`config.mk`:
```
export PLATFORM = sky130hd
export DESIGN_NAME = mips_multicycle_core_flat
export DESIGN_NICKNAME = d
export VERILOG_FILES = /design/src/rtl/mips_multicycle_core_if.sv /design/src/rtl/mips_multicycle_core.sv /design/src/flat_wrapper.sv
export SDC_FILE = /design/constraint.sdc
export NUM_CORES = 2
export LEC_CHECK = 0
export CAP_MARGIN = 5
export CELL_PAD_IN_SITES_DETAIL_PLACEMENT = 0
export CELL_PAD_IN_SITES_GLOBAL_PLACEMENT = 1
export CORE_UTILIZATION = 30
export DETAILED_ROUTE_END_ITERATION = 12
export GPL_TIMING_DRIVEN = 0
export PLACE_DENSITY_LB_ADDON = 0.1
export SYNTH_ARGS = -nofsm -noshare
export SYNTH_HDL_FRONTEND = slang
export SYNTH_SLANG_ARGS = --single-unit
```
`constraint.sdc`:
```
create_clock -name clk -period 5.1 [get_ports clk]
set_clock_uncertainty 0.2 [all_clocks]
set_input_delay 1.53 -clock clk [delete_from_list [all_inputs] [get_ports clk]]
set_output_delay 1.53 -clock clk [all_outputs]
set_load 0.005 [all_outputs]
```
`src/rtl/mips_multicycle_core_if.sv`:
```
// Memory-side bus of the multi-cycle MIPS core: instruction fetch port plus
// the four byte-lane data memory port. master = core, slave = memories.
interface mips_multicycle_core_if #(
  parameter int XLEN    = 32,
  parameter int PC_W    = 8,
  parameter int DADDR_W = 8
);
  logic [PC_W-3:0]    iaddr;
  logic [31:0]        instr;
  logic [DADDR_W-3:0] daddr;
  logic [XLEN-1:0]    dout;
  logic [XLEN/8-1:0]  wr;
  logic [XLEN-1:0]    din;

  modport master (output iaddr, daddr, dout, wr, input instr, din);
  modport slave  (input iaddr, daddr, dout, wr, output instr, din);
endinterface

```
`src/rtl/mips_multicycle_core.sv`:
```
// Multi-cycle MIPS-subset core: FETCH/DECODE/EXEC/MEM/WB FSM with an internal
// 32-entry register file; an unsupported instruction parks the core in HALT.
module mips_multicycle_core #(
  parameter int XLEN    = 32,
  parameter int PC_W    = 8,
  parameter int DADDR_W = 8
) (
  input  logic                   clk,
  input  logic                   nrst,
  mips_multicycle_core_if.master bus,
  output logic [PC_W-1:0]        pc,
  output logic                   retire,
  output logic                   halt
);
  localparam int NB = XLEN / 8;

  localparam logic [2:0] S_FETCH  = 3'd0;
  localparam logic [2:0] S_DECODE = 3'd1;
  localparam logic [2:0] S_EXEC   = 3'd2;
  localparam logic [2:0] S_MEM    = 3'd3;
  localparam logic [2:0] S_WB     = 3'd4;
  localparam logic [2:0] S_HALT   = 3'd5;

  localparam logic [5:0] OP_R   = 6'h00, OP_J    = 6'h02, OP_BEQ  = 6'h04, OP_BNE  = 6'h05;
  localparam logic [5:0] OP_ADDI = 6'h08, OP_ADDIU = 6'h09, OP_SLTI = 6'h0A;
  localparam logic [5:0] OP_ANDI = 6'h0C, OP_ORI  = 6'h0D, OP_XORI = 6'h0E;
  localparam logic [5:0] OP_LW  = 6'h23, OP_SW   = 6'h2B;

  localparam logic [5:0] F_SLL = 6'h00, F_SRL = 6'h02, F_SRA = 6'h03;
  localparam logic [5:0] F_ADD = 6'h20, F_ADDU = 6'h21, F_SUB = 6'h22, F_SUBU = 6'h23;
  localparam logic [5:0] F_AND = 6'h24, F_OR = 6'h25, F_XOR = 6'h26, F_SLT = 6'h2A;

  logic [2:0]         state_q, state_d;
  logic [PC_W-1:0]    pc_q, pc_d;
  logic [31:0]        ir_q;
  logic [XLEN-1:0]    a_q, b_q, imm_q, imm_d, alu_q, alu_res;
  logic [XLEN-1:0]    rf_q [32];
  logic [DADDR_W-3:0] daddr_q;
  logic [XLEN-1:0]    dout_q;
  logic [NB-1:0]      wr_q;

  // Decode of the raw memory word, used only during DECODE
  logic [5:0] d_op, d_fn;
  logic       d_legal;
  always_comb begin
    d_op    = bus.instr[31:26];
    d_fn    = bus.instr[5:0];
    d_legal = 1'b0;
    case (d_op)
      OP_R: d_legal = d_fn inside {F_SLL, F_SRL, F_SRA, F_ADD, F_ADDU, F_SUB,
                                   F_SUBU, F_AND, F_OR, F_XOR, F_SLT};
      OP_J, OP_BEQ, OP_BNE, OP_ADDI, OP_ADDIU, OP_SLTI,
      OP_ANDI, OP_ORI, OP_XORI, OP_LW, OP_SW: d_legal = 1'b1;
      default: d_legal = 1'b0;
    endcase
    if (d_op inside {OP_ANDI, OP_ORI, OP_XORI}) imm_d = XLEN'(bus.instr[15:0]);
    else                                        imm_d = XLEN'($signed(bus.instr[15:0]));
  end

  logic [5:0]      op, fn;
  logic [4:0]      rt, rd, wb_dst;
  logic [31:0]     sh;
  logic            is_br, is_mem, br_take;
  logic [PC_W-1:0] pc_inc, br_tgt, j_tgt;
  logic            unused_rs;

  assign op        = ir_q[31:26];
  assign fn        = ir_q[5:0];
  assign rt        = ir_q[20:16];
  assign rd        = ir_q[15:11];
  assign unused_rs = ^ir_q[25:21];
  assign is_br     = op inside {OP_J, OP_BEQ, OP_BNE};
  assign is_mem    = op inside {OP_LW, OP_SW};
  assign br_take   = (op == OP_BEQ) ? (a_q == b_q) : (a_q != b_q);
  assign pc_inc    = pc_q + PC_W'(4);
  assign br_tgt    = pc_inc + PC_W'(imm_q << 2);
  assign j_tgt     = {ir_q[PC_W-3:0], 2'b00};
  assign wb_dst    = (op == OP_R) ? rd : rt;

  always_comb begin
    sh      = 32'(ir_q[10:6]) % XLEN;
    alu_res = a_q + imm_q;
    if (op == OP_R) begin
      case (fn)
        F_ADD, F_ADDU: alu_res = a_q + b_q;
        F_SUB, F_SUBU: alu_res = a_q - b_q;
        F_AND:         alu_res = a_q & b_q;
        F_OR:          alu_res = a_q | b_q;
        F_XOR:         alu_res = a_q ^ b_q;
        F_SLT:         alu_res = XLEN'($signed(a_q) < $signed(b_q));
        F_SLL:         alu_res = b_q << sh;
        F_SRL:         alu_res = b_q >> sh;
        F_SRA:         alu_res = $signed(b_q) >>> sh;
        default:       alu_res = a_q + b_q;
      endcase
    end else begin
      case (op)
        OP_SLTI: alu_res = XLEN'($signed(a_q) < $signed(imm_q));
        OP_ANDI: alu_res = a_q & imm_q;
        OP_ORI:  alu_res = a_q | imm_q;
        OP_XORI: alu_res = a_q ^ imm_q;
        default: alu_res = a_q + imm_q;
      endcase
    end
  end

  always_comb begin
    state_d = state_q;
    pc_d    = pc_q;
    case (state_q)
      S_FETCH:  state_d = S_DECODE;
      S_DECODE: state_d = d_legal ? S_EXEC : S_HALT;
      S_EXEC: begin
        state_d = is_br ? S_FETCH : (is_mem ? S_MEM : S_WB);
        if (op == OP_J)         pc_d = j_tgt;
        else if (is_br && br_take) pc_d = br_tgt;
        else                    pc_d = pc_inc;
      end
      S_MEM:    state_d = (op == OP_LW) ? S_WB : S_FETCH;
      S_WB:     state_d = S_FETCH;
      default:  state_d = S_HALT;
    endcase
  end

  always_ff @(posedge clk or negedge nrst) begin
    if (!nrst) begin
      state_q <= S_FETCH;
      pc_q    <= '0;
      ir_q    <= '0;
      a_q     <= '0;
      b_q     <= '0;
      imm_q   <= '0;
      alu_q   <= '0;
      daddr_q <= '0;
      dout_q  <= '0;
      wr_q    <= '0;
      for (int i = 0; i < 32; i++) rf_q[i] <= '0;
    end else begin
      state_q <= state_d;
      pc_q    <= pc_d;
      wr_q    <= '0;
      case (state_q)
        S_DECODE: begin
          ir_q  <= bus.instr;
          a_q   <= rf_q[bus.instr[25:21]];
          b_q   <= rf_q[bus.instr[20:16]];
          imm_q <= imm_d;
        end
        S_EXEC: begin
          alu_q <= alu_res;
          // Address/data captured here so they are stable for MEM and WB
          if (is_mem) begin
            daddr_q <= alu_res[DADDR_W-1:2];
            dout_q  <= b_q;
            wr_q    <= {NB{op == OP_SW}};
          end
        end
        S_WB: if (wb_dst != 5'd0) rf_q[wb_dst] <= (op == OP_LW) ? bus.din : alu_q;
        default: ;
      endcase
    end
  end

  assign bus.iaddr = pc_q[PC_W-1:2];
  assign bus.daddr = daddr_q;
  assign bus.dout  = dout_q;
  assign bus.wr    = wr_q;
  assign pc        = pc_q;
  assign halt      = (state_q == S_HALT);
  assign retire    = (state_q == S_WB) || (state_q == S_MEM && op == OP_SW) ||
                     (state_q == S_EXEC && is_br);
endmodule

```
`src/flat_wrapper.sv`:
```
// flat-port wrapper written by rule: the top's interface ports become plain ports
module mips_multicycle_core_flat 
#(
  parameter int XLEN    = 32,
  parameter int PC_W    = 8,
  parameter int DADDR_W = 8
)
  (clk, nrst, pc, retire, halt, bus_iaddr, bus_daddr, bus_dout, bus_wr, bus_instr, bus_din);
  mips_multicycle_core_if #(.XLEN(XLEN), .PC_W(PC_W), .DADDR_W(DADDR_W)) bus_i ();
  input  logic clk;
  input  logic nrst;
  output logic [PC_W-1:0] pc;
  output logic retire;
  output logic halt;
  output wire logic [$bits(bus_i.iaddr)-1:0] bus_iaddr;
  output wire logic [$bits(bus_i.daddr)-1:0] bus_daddr;
  output wire logic [$bits(bus_i.dout)-1:0] bus_dout;
  output wire logic [$bits(bus_i.wr)-1:0] bus_wr;
  input wire logic [$bits(bus_i.instr)-1:0] bus_instr;
  input wire logic [$bits(bus_i.din)-1:0] bus_din;
  assign bus_iaddr = bus_i.iaddr;
  assign bus_daddr = bus_i.daddr;
  assign bus_dout = bus_i.dout;
  assign bus_wr = bus_i.wr;
  assign bus_i.instr = bus_instr;
  assign bus_i.din = bus_din;
  mips_multicycle_core #(.XLEN(XLEN), .PC_W(PC_W), .DADDR_W(DADDR_W)) u_core (.clk(clk), .nrst(nrst), .bus(bus_i), .pc(pc), .retire(retire), .halt(halt));
endmodule
```
**M1 wires**

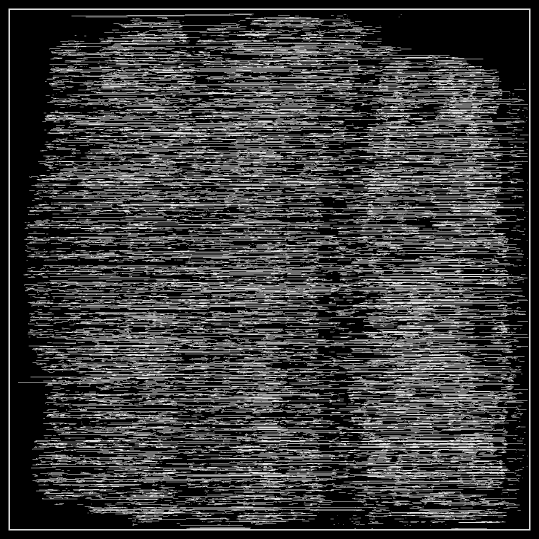
main direction: horizontal
nets with wire on the layer: 6971
wire length on this layer: 151 mm
longest straight run: 205 um

**Metal 2**

Scale bar: 100 um. Cells faint in the background.
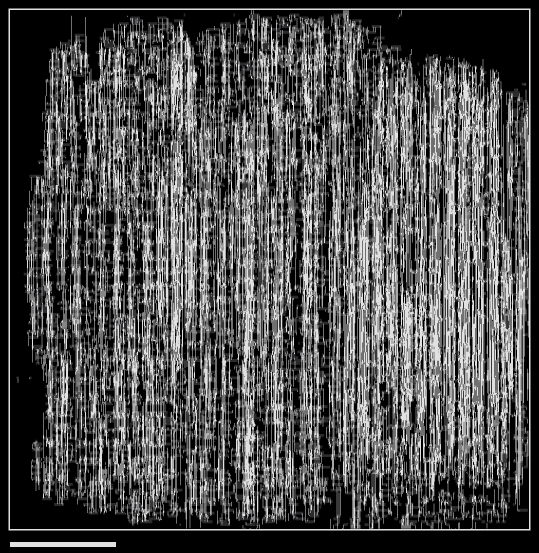
share of all routed wire: 47%
nets with wire on the layer: 5929
wire length on this layer: 173 mm
longest straight run: 239 um

**The metal 3 layer**

Scale bar: 100 um.
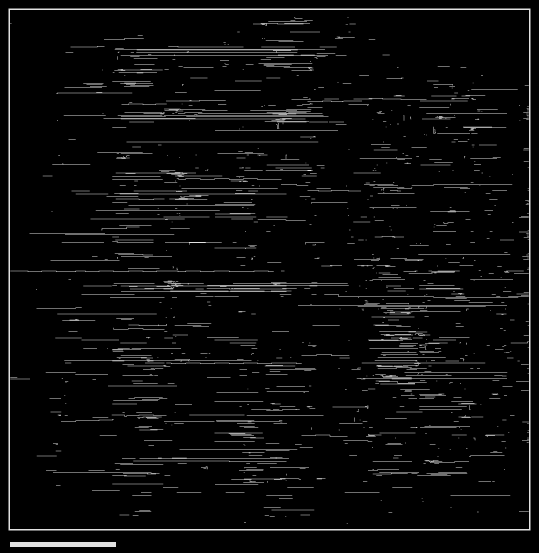
wire length on this layer: 19400 um
nets with wire on the layer: 776

**Signal wires on met4**

Cells faint in the background.
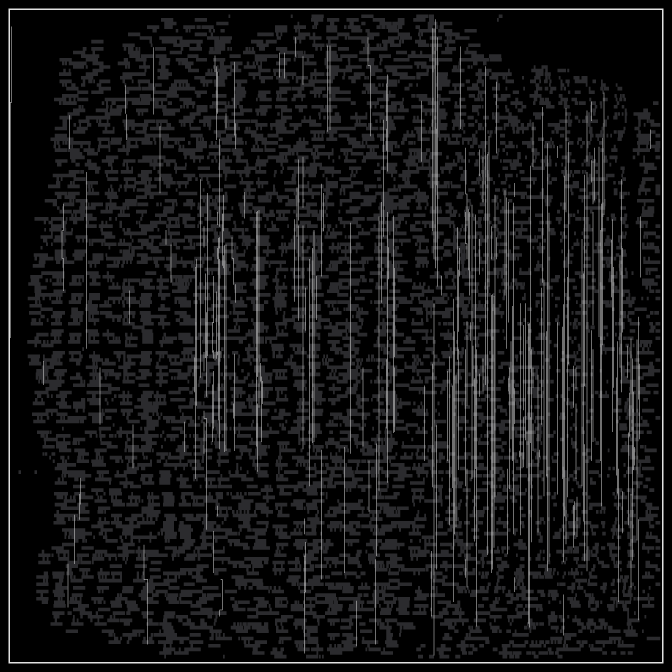
nets with wire on the layer: 180
longest straight run: 322 um

**Congestion heat map**

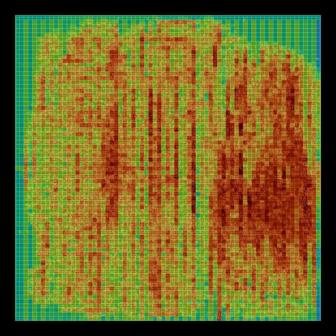
met1 GRT Util: 38.4%
GRT Total Usage: 30.0%
met3 Use GR: 4.61%

==> run_results.csv <==
group,metric,value,unit
final_timing,worstMarginPinSlew,1470,ps
worst_setup_path,critPathLaunchType,"register",
hold_path,min_to,"u_core.bus.dout[29]",
drt,dr.pass1.iters,5,
synth,ff_type,"dfrtp_1",
placement,placed_cell_area,77200,um2
drt,vias,59900,
global_route,grt_pass1_wl,503,mm
clock_network,cts_tree,"built",
placement,io_buffers,111,
flow_run,warning_count,178,
final_timing,min_period,5220,ps
placement,dp_slack,-1260,ps
power,leakage,32.2,nW
final_timing,drv_slew,0,
floorplanning,row_count,178,
synth,ys_cells,6826,
synth,netlist.area_leader.share,41.8,%
final_timing,setup_slack,-123,ps
flow_run,maxCapViolations,0,
synth,edf_count,0,
worst_setup_path,cp_max_fo,10,
status,violations,"setup timing",
final_layout,nNetsFinal,7398,
global_route,gr-total-overflow,0,
power,p_per_area,573,nW/um2
global_route,grt_pass1_vias,60700,
final_timing,max_freq,191,MHz
synth,synthesis.instances,6826,
worst_setup_path,required,5600,ps
final_timing,whs,274,ps
worst_setup_path,r2r_slack,-120,ps
final_timing,setup_viol,7,
drt,postRouteWirelength,364,mm
placement,gp_congestion,1.01,
worst_setup_path,rr_endpoint,"u_core.alu_q[0]",
global_route,antenna_found_initial,13,
drt,wl_per_cell,35.0,um
floorplanning,core_area,236000,um2
synth,async_reset_ff_share,100,%
drt,viasPerCell,5.75,
final_timing,finalCritPeriodShare,102,%
final_layout,final_area,82600,um2
status,run_status,"finished with violations",
clock_network,cts-buffers-inserted,151,
clock_network,cts_max_level,4,
==> cells in the final DEF, fill, tap and decap left out, types with 20 or more instances in the layout <==
cell             count
o211ai_1            37
dfrtp_1           1191
a221oi_1            21
nor2b_1             20
buf_2               79
nor2_1             646
buf_1               57
mux2i_1            144
nand3_1             48
nand2_1            921
o21bai_1            23
clkbuf_16          154
inv_1              132
buf_4               30
nor3_1              49
o31ai_1             28
clkbuf_1           516
a21o_1              30
clkbuf_8            46
clkdlybuf4s50_1    110
nor4_1              21
a31oi_1             28
o21ai_0            855
a211oi_1            57
xnor2_1             21
o22ai_1             21
a21oi_1            610
mux4_2             679
mux2_2              29
ha_1               198
==> critical path, cell delays in order (launching register included) <==
cell and delay, ps:
dfrtp_1 450, buf_2 260, nor2b_1 140, clkbuf_1 730
clkbuf_2 580, clkdlybuf4s15_2 660, nand4_1 750, a21o_1 390
a31oi_1 440, o21bai_1 210, a31oi_1 240
==> power by group <==
group / internal, W / total [W] / switching [W]
combinational: 0.00739 / 0.0214 / 0.0141
clock: 0.00670 / 0.0114 / 0.00467
sequential: 0.0119 / 0.0145 / 0.00260
==> layout make-up <==
cell class	count	area [um2]
diodes	8	20.0
plain buffers	671	2800
clock buffers	228	4590
clock inverters	46	618
fillers	24100	153000
inverters	138	534
multi-input cells	4817	38400
flip-flops and latches	1196	29900
well taps	3150	3940
repair buffers	155	1730
==> synth_stat cells, drive strengths merged, types with 29 or more instances <==
cell type and instances:
mux2 29, dfrtp 1196, o21ai 862, clkbuf 508, nor3 52, inv 135
o211ai 37, a211oi 57, nand3 49, mux4 684, nor2 648, ha 198
nand2 921, mux2i 150, o31ai 29, a21oi 611, a31oi 29, a21o 30
buf 168
==> timing repair <==
action / CTS / global route
setup endpoints to repair: 51 / 28
buffers inserted: 5 / 0
gates resized: 37 / 14
==> registers in the layout, summed over array words and instances (netlist names), 3 cells and up <==
signal,flops
u_core.rf_q,1024
u_core.a_q,32
u_core.alu_q,32
u_core.b_q,32
u_core.bus.dout,32
u_core.imm_q,17
u_core.ir_q,11
u_core.bus.daddr,6
u_core.pc,6
u_core.state_q,3
==> worst max-delay path by stage <==
stage / to / depth (start not counted)
4_1_cts: u_core.alu_q[29] / 13
5_1_grt: u_core.alu_q[29] / 13
3_3_place_gp: u_core.rf_q[309] / 1
6_report: u_core.alu_q[0] / 10
2_1_floorplan: u_core.b_q[10] / 7
3_5_place_dp: u_core.b_q[1] / 7
==> cell families after synthesis <==
family	share of synthesized area, %
AND-OR/OR-AND	15.1
XOR/XNOR	0.331
adder cells (fa/ha/maj)	3.58
buffers and inverters	4.56
flip-flops	41.8
multiplexers	24.1
other	0.00524
AND/OR/NAND/NOR	10.5
==> routing by layer <==
metal  up-vias  part of all wire, %  GRT usage (%)
met5         -                    0              0
met4         0                  5.8           15.0
met3       599                  5.3           4.61
met2      2141                   47           49.1
met1     31500                   41           38.4
li1      25600                    -              -
Power figures rest on the tool's default switching activity, not on a simulated workload.
